==> images/util_map.png <==
Drawn at 6 px/um. 12 x 12 tiles, from black (low) to pale yellow (high), 0 to 100% covered.
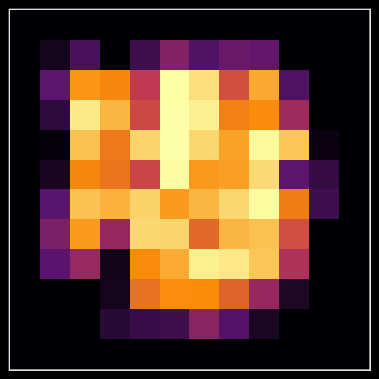
==> images/sizing.png <==
Drawn at 8 px/um.
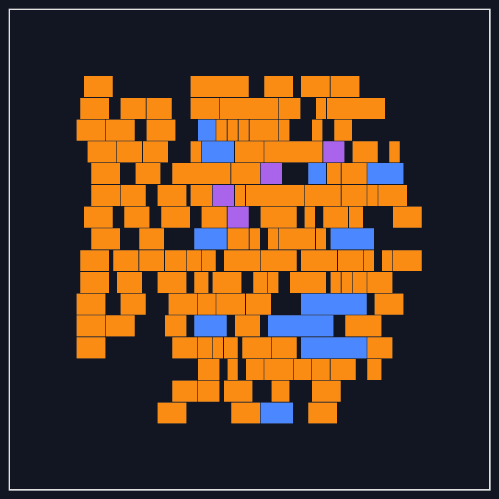
File: src/rtl/parity_lut_arbiter.sv
// ----------------------------------------------------------------------------
// parity_lut_arbiter
//
// Shares one registered XOR-reduce stage (a LUT feeding a flip-flop) among
// NUM_REQ requesters. A round-robin arbiter accepts at most one operand per
// cycle. The parity of the accepted operand is registered together with the
// requester index. The result register has valid/ready backpressure.
//
// Parameters:
//   NUM_REQ  number of requesters (>= 2; need not be a power of two)
//   DATA_W   operand width per requester
//   ID_W     width of the requester index (derived)
//
// Ports:
//   clk         clock; all state updates on posedge
//   rst         synchronous active-high reset
//   req         per-requester request; held with stable data until granted
//   data        operands; requester k at [k*DATA_W +: DATA_W]
//   gnt         one-hot grant; operand k consumed on the edge where gnt[k]=1
//   res_valid   result register holds a result
//   res_ready   consumer accepts the result this cycle
//   res_parity  XOR-reduction of the granted operand
//   res_id      index of the requester that produced res_parity
//   res_count   (only with PARITY_LUT_ARBITER_CNT_EN) count of completed
//               result handshakes; 16 bits, wraps
//
// Build option:
//   PARITY_LUT_ARBITER_CNT_EN  adds the res_count port and its counter.
// ----------------------------------------------------------------------------
module parity_lut_arbiter #(
    parameter int NUM_REQ = 4,
    parameter int DATA_W  = 4,
    localparam int ID_W   = $clog2(NUM_REQ)
) (
    input  logic                      clk,
    input  logic                      rst,
    input  logic [NUM_REQ-1:0]        req,
    input  logic [NUM_REQ*DATA_W-1:0] data,
    output logic [NUM_REQ-1:0]        gnt,
    output logic                      res_valid,
    input  logic                      res_ready,
    output logic                      res_parity,
    output logic [ID_W-1:0]           res_id
`ifdef PARITY_LUT_ARBITER_CNT_EN
    ,
    output logic [15:0]               res_count
`endif
);

    logic [ID_W-1:0]    rr_ptr;
    logic               accept;
    logic [NUM_REQ-1:0] par;
    logic [ID_W-1:0]    gnt_id;
    logic               found;
    logic [ID_W:0]      sum;
    logic [ID_W-1:0]    idx;

    // Per-requester parity; only the granted one is registered.
    for (genvar k = 0; k < NUM_REQ; k++) begin : g_par
        assign par[k] = ^data[k*DATA_W +: DATA_W];
    end

    // The slot can take a new result if it is empty or being drained now.
    assign accept = !res_valid || res_ready;

    // Round-robin search starting at rr_ptr. The index is computed with one
    // extra bit and folded back by a single subtraction, so non-power-of-two
    // NUM_REQ wraps correctly.
    always_comb begin
        gnt    = '0;
        gnt_id = '0;
        found  = 1'b0;
        sum    = '0;
        idx    = '0;
        if (!rst && accept) begin
            for (int i = 0; i < NUM_REQ; i++) begin
                sum = {1'b0, rr_ptr} + (ID_W+1)'(i);
                if (sum >= (ID_W+1)'(NUM_REQ)) begin
                    sum = sum - (ID_W+1)'(NUM_REQ);
                end
                idx = sum[ID_W-1:0];
                if (!found && req[idx]) begin
                    found       = 1'b1;
                    gnt[idx]    = 1'b1;
                    gnt_id      = idx;
                end
            end
        end
    end

    always_ff @(posedge clk) begin
        if (rst) begin
            res_valid  <= 1'b0;
            res_parity <= 1'b0;
            res_id     <= '0;
            rr_ptr     <= '0;
        end else if (|gnt) begin
            // A grant also covers the drain-and-refill case.
            res_valid  <= 1'b1;
            res_parity <= par[gnt_id];
            res_id     <= gnt_id;
            rr_ptr     <= (gnt_id == ID_W'(NUM_REQ-1)) ? '0 : gnt_id + ID_W'(1);
        end else if (res_valid && res_ready) begin
            res_valid  <= 1'b0;
        end
    end

`ifdef PARITY_LUT_ARBITER_CNT_EN
    always_ff @(posedge clk) begin
        if (rst) begin
            res_count <= '0;
        end else if (res_valid && res_ready) begin
            res_count <= res_count + 16'd1;
        end
    end
`endif

endmodule

File: config.mk
export PLATFORM = sky130hd
export DESIGN_NAME = parity_lut_arbiter
export DESIGN_NICKNAME = d
export VERILOG_FILES = /design/src/rtl/parity_lut_arbiter.sv
export SDC_FILE = /design/constraint.sdc
export NUM_CORES = 1
export LEC_CHECK = 0
export CAP_MARGIN = 0
export CORE_MARGIN = 8
export CORE_UTILIZATION = 50
export DETAILED_ROUTE_END_ITERATION = 10
export HOLD_SLACK_MARGIN = 0.03
export PLACE_DENSITY = 0.89
export SLEW_MARGIN = 20
export SYNTH_ARGS = -nofsm -noshare
export SYNTH_HDL_FRONTEND = slang
export SYNTH_SLANG_ARGS = --single-unit
File: constraint.sdc
create_clock -name clk -period 5.3 [get_ports clk]
set_input_delay 0.795 -clock clk [delete_from_list [all_inputs] [get_ports clk]]
set_output_delay 0.795 -clock clk [all_outputs]
set_load 0.05 [all_outputs]
==> GITHUB_STEP_SUMMARY <==
### Metrics collected by this job

| Metric | Value |
|---|---|
| Synth Cell Area | `963 um^2` |
| DIE WIDTH | `59.9 um` |
| Final Max Slew Viols | `0` |
| Area after DPL | `1260 um^2` |
| Post-CTS setup buffers | `0` |
| Post-CTS Hold Fix Bufs | `0` |
| Worst-path clk slew | `0.05 ns` |
| Outcome | `finished, final reports clean` |
| Tool warnings | `33` |
| Via density per instance | `5.78` |
| Antenna-violating nets left | `0` |
| CP max FO | `15` |
| Grt total ovfl | `0` |
| Max Cap Violations | `0` |
| Wl on met1 | `950 um` |
| Sequential share of power | `0.129` |
| Worst R2R Path Depth | `9` |
| Synth warnings | `0` |
| CP Launch Type | `flip-flop` |
| Number of global-route vias before repair | `977` |
| Synth top area cells | `dfxtp_1 (12%), xnor2_1 (12%), ha_1 (10%)` |
| Area Growth Syn to Fin | `33.2%` |
| Hold path start | `res_id[0]` |
| Worst Path Buf+Inv | `3` |
| Fin Clk Skew | `0.00335 ns` |
| Layout cells sized above 1 | `0.108` |
| Tcrit/Tclk final | `0.871` |
| Synth Area in XOR/XNOR | `0.118` |
| R2r setup slk | `1.85 ns` |
| Core footprint | `1880 um^2` |
| Kind of end point of the critical path | `output pin` |
| Seq/Total Area, Yosys | `0.125` |
| Initial drt markers | `14` |
| Comb area | `769 um^2` |
| Initial DRT Pass Iterations | `4` |
| Mux cell area share after synthesis | `0.221` |
| DR WL/cell | `14.3 um` |
| Worst Path Required | `4.51 ns` |
| CTS tree | `yes` |
| Bufs on Longest Clock Path | `2` |
| Total track usage | `0.138` |
| Met3 Wirelength | `141 um` |
| Final hold viol count | `0` |
| Combinational power share | `0.806` |
| Dominant register cell | `dfxtp_1` |
| Crit-path leading delay family | `buffers and inverters` |
| Top non-seq family | `multiplexers` |
| Num rows | `16` |
| Power Density | `492 nW/um^2` |
| Max Clock Freq | `0.217 GHz` |
| Crit-path cells | `inv_1, ha_1, mux4_2, nor4b_2, a2bb2oi_1, a2bb2oi_1, inv_1, clkdlybuf4s50_1` |
| Final Setup Violations | `0` |
| Hold path cells | `2` |
| Met2 wire len | `1.26 mm` |
| Post-route DRC | `0` |
| RSZ-0062 raised after global routing | `no` |
| DP HPWL | `1.93 mm` |
| Static Leak | `0.000531 uW` |
| Number of I/O port buffers | `30` |
| Final net count | `172` |
| Dominant logic cell type in the layout | `clkdlybuf4s50_1` |
| Initial antenna violation count | `0` |
| Worst VDD drop | `268 uV` |
| Most frequent cells after synthesis | `nor2_1 (13), xnor2_1 (13), mux2i_1 (10)` |
| Sw Share | `0.514` |
| Min-Delay Path Class | `reg2reg` |
| Cell depth of the worst setup path | `8` |
| Worst path slowest cell | `clkdlybuf4s50_1` |
| Slew Limit Headroom | `0.602` |
| Yosys chip area | `963 um^2` |
| EDFF count, synth | `0` |
| GP Congestion | `0.841` |
| Final core utilization | `0.682` |
| PostCTS Resize Cnt | `0` |
| Fillers | `166` |
| #FFs+latches synth | `6` |
| Setup TNS | `0 ns` |
| Die Y | `59.9 um` |
| N_diodes | `0` |
| Mean Syn Cell Area | `8.45 um^2` |
| Mapped Nets | `145` |
| Asr flop ratio synth | `0` |
| Die ar. | `3590 um^2` |
| Most frequent cells in the layout | `clkdlybuf4s50_1 (30), nor2_1 (13), xnor2_1 (13)` |
| Top sig layer | `met4` |
| Clk sinks | `6` |
| Clock Latency Late Sink | `0.24 ns` |
| Post-synthesis adder-cell area fraction | `0.104` |
| Crit path from | `rr_ptr[1]` |
| Share of total power in the clock network | `0.065` |
| Fin cells | `166` |
| # IOs | `31` |
| Biggest area consumer among synthesized cells | `dfxtp_1` |
| Worst EP arrival | `3.82 ns` |
| H-tree levels | `1` |
| First-pass GRT wire length | `4.00 mm` |
| Largest net degree at the start of global routing | `18` |
| Yosys cell count | `114` |
| Finished Cell Area | `1280 um^2` |
| Worst-margin pin slew | `0.597 ns` |
| P_int | `307 uW` |
| Tmin final | `4.61 ns` |
| Switching Power | `325 uW` |
## Picture notes: util_map.png
mean over tiles: 35%
fullest tile: 100%
emptiest ninth of the die: south-west

## Picture notes: sizing.png
legend:
  orange:
    size: x1 and smaller
    cells: 124
    share: 89%
  blue:
    size: x2
    cells: 11
    share: 7.9%
  purple:
    size: x3 and x4
    cells: 4
    share: 2.9%

-- worst min path at each step --
stage,to,slack (ns)
after detailed placement,res_id[0],0.49
after CTS,res_id[0],0.50
after global placement,res_id[0],0.48
after floorplan,res_parity,0.72
final,res_id[0],0.50
after global routing,res_id[0],0.52
-- area by class of cell --
| class | instances | area share |
|---|---|---|
| Clock buffer | 3 | 0.0175 |
| Multi-Input combinational cell | 91 | 0.599 |
| Sequential cell | 6 | 0.0936 |
| Timing Repair Buffer | 31 | 0.240 |
| Inverter | 8 | 0.0234 |
| Tap cell | 27 | 0.0263 |
-- registers in the layout (all words and copies together), names as in the netlist --
name,flops
rr_ptr,2
res_valid,1
res_id,2
res_parity,1
-- metal layers --
metal,vias to the layer above,GRT usage
li1,465,-
met1,452,0.148
met2,38,0.249
met3,4,0.0301
met4,0,0.0578
met5,-,0
-- power groups by stage --
stage                     sequential [uW]  combinational, uW  clock (uW)
after detailed placement             82.1                505           0
after global routing                 84.9                545        47.2
after floorplan                       120                345           0
final                                81.7                509        41.0
after CTS                            81.5                507        42.2
after global placement               81.3                486           0
-- cells by family (layout without fill, tap and decap cells) --
family / after synthesis / after routing
AND-OR/OR-AND: 28 / 28
AND/OR/NAND/NOR: 25 / 25
multiplexers: 17 / 17
buffers and inverters: 17 / 42
XOR/XNOR: 13 / 13
adder cells (fa/ha/maj): 8 / 8
flip-flops: 6 / 6
-- metrics by stage --
step / power [uW] / worst slack, ns / hold WS (ns)
6_report: 632 / 0.685 / 0.497
5_1_grt: 677 / 0.478 / 0.517
4_1_cts: 630 / 0.748 / 0.501
3_5_place_dp: 588 / 0.827 / 0.486
3_3_place_gp: 567 / 0.995 / 0.480
2_1_floorplan: 465 / 1.90 / 0.718
No activity file was given, so power comes from the tool's default toggle rates.
